File: src/rtl/sa_pkg.sv
// sa_pkg: shared types, default sizes and index helpers for the systolic-array scheduler.
`timescale 1ns/1ps
package sa_pkg;
  localparam int SA_N = 4;
  localparam int SA_MAX_VEC = 256;
  localparam int SA_CNT_W = $clog2(SA_MAX_VEC + 1);
  typedef enum logic [2:0] {IDLE, LOAD_W, STREAM, DRAIN, DONE} sa_state_t;
  function automatic logic [SA_CNT_W-1:0] row_idx(input logic [SA_N*SA_CNT_W-1:0] v, input int i);
    return v[i*SA_CNT_W +: SA_CNT_W];
  endfunction
endpackage

File: src/rtl/sa_skew_line.sv
// sa_skew_line: D-stage delay line of {valid, idx}; every valid stage is tapped, idx only from stage T up.
`timescale 1ns/1ps
module sa_skew_line #(
  parameter int D = 8,
  parameter int W = 9,
  parameter int T = 4
) (
  input  logic               clk,
  input  logic               rst,
  input  logic               vin,
  input  logic [W-1:0]       din,
  output logic [D-1:0]       vld,
  output logic [(D-T)*W-1:0] idx
);
  logic [D*W-1:0] sr;
  always_ff @(posedge clk or negedge rst)
    if (!rst) begin
      vld <= '0;
      sr  <= '0;
    end else begin
      vld <= {vld[D-2:0], vin};
      sr  <= {sr[(D-1)*W-1:0], din};
    end
  assign idx = sr[D*W-1 -: (D-T)*W];
endmodule

File: src/rtl/sa_sched_ctrl.sv
// sa_sched_ctrl: job sequencer for an N x N weight-stationary systolic array
// (weight load, skewed activation stream, drain, result strobes, overflow capture).
`timescale 1ns/1ps
module sa_sched_ctrl
  import sa_pkg::*;
#(
  parameter int N       = SA_N,
  parameter int MAX_VEC = SA_MAX_VEC,
  parameter int CNT_W   = $clog2(MAX_VEC + 1),
  parameter int RW      = $clog2(N)
) (
  input  logic               clk,
  input  logic               rst,
  input  logic               start,
  input  logic [CNT_W-1:0]   num_vec,
  output logic               busy,
  output logic               done,
  output logic               w_rd_en,
  output logic [RW-1:0]      w_rd_addr,
  output logic [N-1:0]       w_load_row,
  output logic               act_rd_en,
  output logic [CNT_W-1:0]   act_rd_addr,
  output logic [N-1:0]       col_enable,
  output logic [N-1:0]       res_valid,
  output logic [N*CNT_W-1:0] res_vec_idx,
  input  logic [N-1:0]       ovf_in,
  output logic               ovf_err,
  output logic [31:0]        busy_cycles
);
  sa_state_t st, nxt;
  logic [CNT_W-1:0] cnt, cnt_nxt, nv;
  logic [2*N-1:0] vld;
  logic accept;
  always_comb begin
    nxt = st;
    accept = 1'b0;
    case (st)
      IDLE: if (start) begin
        accept = 1'b1;
        nxt = (num_vec == '0) ? DONE : LOAD_W;
      end
      LOAD_W: if (cnt == CNT_W'(N - 1)) nxt = STREAM;
      STREAM: if (cnt == nv - 1'b1) nxt = DRAIN;
      DRAIN: if (cnt == CNT_W'(2 * N - 1)) nxt = DONE;
      DONE: nxt = IDLE;
      default: nxt = IDLE;
    endcase
    cnt_nxt = (nxt != st || st == IDLE) ? '0 : cnt + 1'b1;
  end
  assign busy        = st != IDLE;
  assign done        = st == DONE;
  assign w_rd_en     = st == LOAD_W;
  assign w_rd_addr   = w_rd_en ? cnt[RW-1:0] : '0;
  assign act_rd_en   = st == STREAM;
  assign act_rd_addr = act_rd_en ? cnt : '0;
  always_ff @(posedge clk or negedge rst)
    if (!rst) begin
      st          <= IDLE;
      cnt         <= '0;
      nv          <= '0;
      w_load_row  <= '0;
      ovf_err     <= 1'b0;
      busy_cycles <= '0;
    end else begin
      st          <= nxt;
      cnt         <= cnt_nxt;
      if (accept) nv <= (num_vec > CNT_W'(MAX_VEC)) ? CNT_W'(MAX_VEC) : num_vec;
      w_load_row  <= w_rd_en ? {{(N-1){1'b0}}, 1'b1} << w_rd_addr : '0;
      ovf_err     <= accept ? 1'b0 : ovf_err | (|(ovf_in & res_valid));
      busy_cycles <= accept ? 32'd1 :
                     (nxt != IDLE && busy_cycles != '1) ? busy_cycles + 32'd1 : busy_cycles;
    end
  // Stage k of the line is the feed delayed k: columns tap 0..N-1, row results tap N..2N-1.
  sa_skew_line #(.D(2 * N), .W(CNT_W), .T(N)) u_skew (
    .clk (clk),
    .rst (rst),
    .vin (act_rd_en),
    .din (act_rd_addr),
    .vld (vld),
    .idx (res_vec_idx)
  );
  assign col_enable = vld[N-1:0];
  assign res_valid  = vld[2*N-1:N];
endmodule

File: config.mk
export PLATFORM = sky130hd
export DESIGN_NAME = sa_sched_ctrl
export DESIGN_NICKNAME = d
export VERILOG_FILES = /design/src/rtl/sa_pkg.sv /design/src/rtl/sa_skew_line.sv /design/src/rtl/sa_sched_ctrl.sv
export SDC_FILE = /design/constraint.sdc
export NUM_CORES = 1
export LEC_CHECK = 0
export ABC_AREA = 1
export CORE_MARGIN = 2
export CORE_UTILIZATION = 35
export DETAILED_ROUTE_END_ITERATION = 6
export GPL_ROUTABILITY_DRIVEN = 0
export SKIP_CTS_REPAIR_TIMING = 1
export SLEW_MARGIN = 5
export SYNTH_ARGS = -nofsm -noshare
export SYNTH_HDL_FRONTEND = slang
export SYNTH_SLANG_ARGS = --single-unit
File: constraint.sdc
create_clock -name clk -period 2.3 [get_ports clk]
set_input_delay 0.345 -clock clk [delete_from_list [all_inputs] [get_ports clk]]
set_output_delay 0.345 -clock clk [all_outputs]
set_load 0.01 [all_outputs]
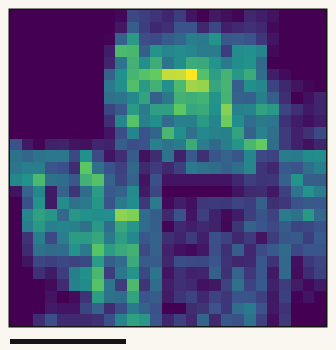
*Routed metal per tile*
Bar = 50 um. 27 x 27 tiles, from dark purple (low) to yellow (high), scaled to the fullest tile. Values are wire area over tile area, all layers added.
densest ninth of the die: top centre
tiles over half the peak: 13%
mean over tiles: 0.11
emptiest ninth of the die: upper left
via count: 4599
drt total wl: 13230 um
drt wl/cell: 13.16 um
Global Route Usage Sum: 15.09%

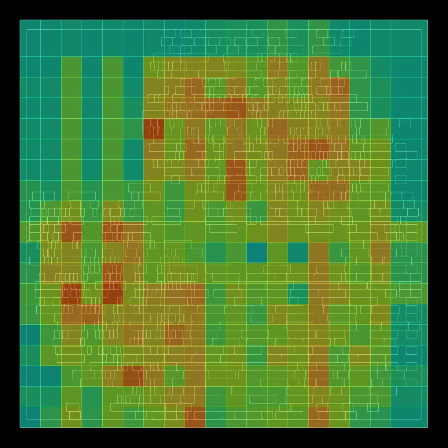
*Routing congestion map*
GRT Max-Usage Layer: met2
final core area utilization: 46.23%

==> changes_impl.md <==
### Physical design

* Pins Over Slew Limit at 0
* First-pass GRT wire length at between 20000 and 25000 um
* Ratio of final minimum period to clock period at between 90% and 100%
* DR DRC count at 0
* Dpl hpwl at roughly 9600 um
* CTS tree: done
* Yosys chip area at between 6000 and 7000 sq um
* Fin nets at ~800
* Total CTS buffers at 17
* Total die size at between 15000 and 20000 sq um
* Worst-case clock skew at ~0.0084 ns
* Top cells by count: 138 x dfrtp_1, 137 x nand2_1, 73 x inv_1
* Worst Setup End Kind: output pin
* GR Util met1 at between 20% and 30%
* Fmax at 444.5 MHz
* Slew margin rel. at between 50% and 60%
* Grt ovf at 0
* Critical path class: flip-flop to output pin
* Post-synthesis cell count at between 600 and 700
* Clock sinks at roughly 140
* OpenROAD warnings at 26
* I/O pin count at roughly 110
* Top post-synthesis cells by area: dfrtp_1 56%, nand2_1 8.4%, nand3_1 5.1%
* Post-synth top flop: dfrtp_1
* Max Cap Viol at 0
* Outcome: finished clean
* Critical Path Source Type: flip-flop
* Register area share after synthesis at between 50% and 60%
* Final antenna-violating net count at 0
* Later-pin clock latency in the skew report at ~0.42 ns
* Met3 GRT Util at 3.244%
* Count of library flops with an enable pin at 0
* Placed Area at about 7300 sq um
* Antenna Cells at 0
* Ys cells at ~680
* Data required, critical path at between 1.5 and 2 ns
* Post-synth ARST share at 100.0%
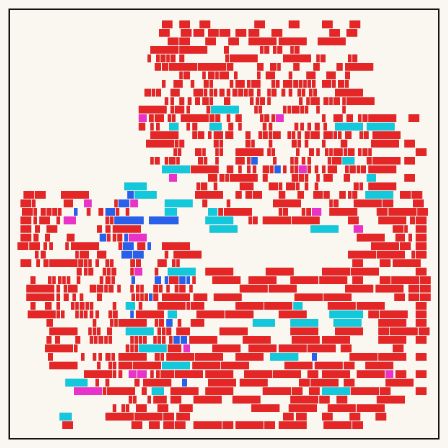
*Cell sizes after repair*
[cyan] drive 6 and up | cells: 33
[red] drive 1 or less | cells: 705
[magenta] drive 3 to 4 | cells: 16
[blue] drive 2 | cells: 26
post-route cell area: 7968 sq um
Area Growth Syn to Fin: 29.72%
PnR worst setup slack: 0.05030 ns
Plain + repair buffers: 126

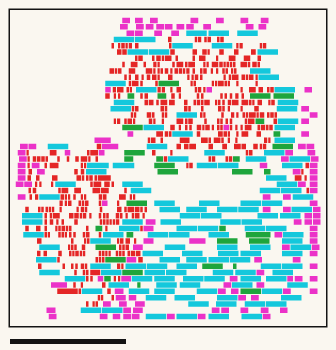
*Placed cells, one colour a class*
Bar = 50 um.
[magenta] other buffers and delay cells | cells: 126 | share of their area: 17%
[cyan] flip-flops | cells: 138 | share of their area: 45%
[red] all other logic | cells: 484 | share of their area: 31%
[green] clock drivers and dummy loads | cells: 32 | share of their area: 7.5%
CORE AREA: 17240 sq um
row count: 48
Seq/total area: 43.37%

cell type report:
class                   count  area [sq um]
flip-flops and latches    138          3456
well taps                 225         281.5
clock inverters            15         152.6
clock buffers              17         425.4
fillers                  1664          9269
repair buffers            126          1304
inverters                  81         306.5
multi-input cells         403          2042
report_power, final:
group / internal [mW] / leakage [nW] / switching, mW
Sequential: 2.66 / 1.90 / 0.208
Clock: 1.53 / 0.289 / 1.13
Combinational: 0.865 / 1.83 / 1.27
critical path, stage by stage, from the launching register on:
cell and delay [ns]:
dfrtp_2 0.42, inv_2 0.07, nor3_4 0.33, buf_6 0.15, clkdlybuf4s50_1 0.52
worst paths after layout:
| check | start | end | slack [ns] | depth (start not counted) |
|---|---|---|---|---|
| max in group asynchronous | rst | u_skew.vld[0] | 1.27 | 3 |
| max reg2reg | busy_cycles[1] | busy_cycles[13] | 0.20 | 9 |
| min in group asynchronous | rst | w_load_row[1] | 0.40 | 2 |
| min reg2reg | u_skew.sr[12] | u_skew.sr[21] | 0.34 | 0 |
| max | st[1] | act_rd_en | 0.05 | 4 |
| min | u_skew.sr[12] | u_skew.sr[21] | 0.34 | 0 |
cell families after synthesis:
| group | Yosys count | synth area share [%] |
|---|---|---|
| and+or+nand+nor | 348 | 25.79 |
| DFF | 138 | 56.22 |
| buffers and inverters | 134 | 10.82 |
| xor gates and xnor gates | 33 | 4.706 |
| AOI/OAI and AO/OA | 19 | 1.854 |
| adders and majority gates | 3 | 0.6112 |
per-layer routing:
layer,share of wire (%),routed length (um),up-vias
met2,46,6115,108
li1,-,-,2326
met4,1.5,204,0
met1,47,6264,2150
met3,4.9,642,15
met5,0,0,-
sequential cells by signal, indices dropped and copies added, names as in the netlist:
register / count
u_skew.sr: 72
busy_cycles: 32
cnt: 9
nv: 9
u_skew.vld: 8
w_load_row: 4
st: 3
ovf_err: 1
per-stage QoR:
step	instances	setup slack, ns	hold slack, ns	util [%]	power [mW]
4_1_cts	1002	-0.2609	-0.1794	45.80	7.712
3_3_place_gp	970	0.1563	0.2703	42.44	4.994
2_1_floorplan	675	0.4550	0.04941	-	4.237
5_1_grt	1005	-0.01185	0.3437	46.23	8.150
3_5_place_dp	970	0.1440	0.2709	42.44	5.022
6_report	1005	0.05030	0.3427	46.23	7.671
cell usage in the layout (no fill, tap or decap), drive strengths merged, types with 15 or more instances in the layout:
cell type	synthesis	final
buf	45	15
clkbuf	8	17
clkdlybuf4s50	0	101
dfrtp	138	138
inv	81	90
nand2	139	139
nand3	65	65
nand4	37	37
nor2	75	75
nor3	25	25
xor2	24	24
Power and IR drop assume default switching activity.
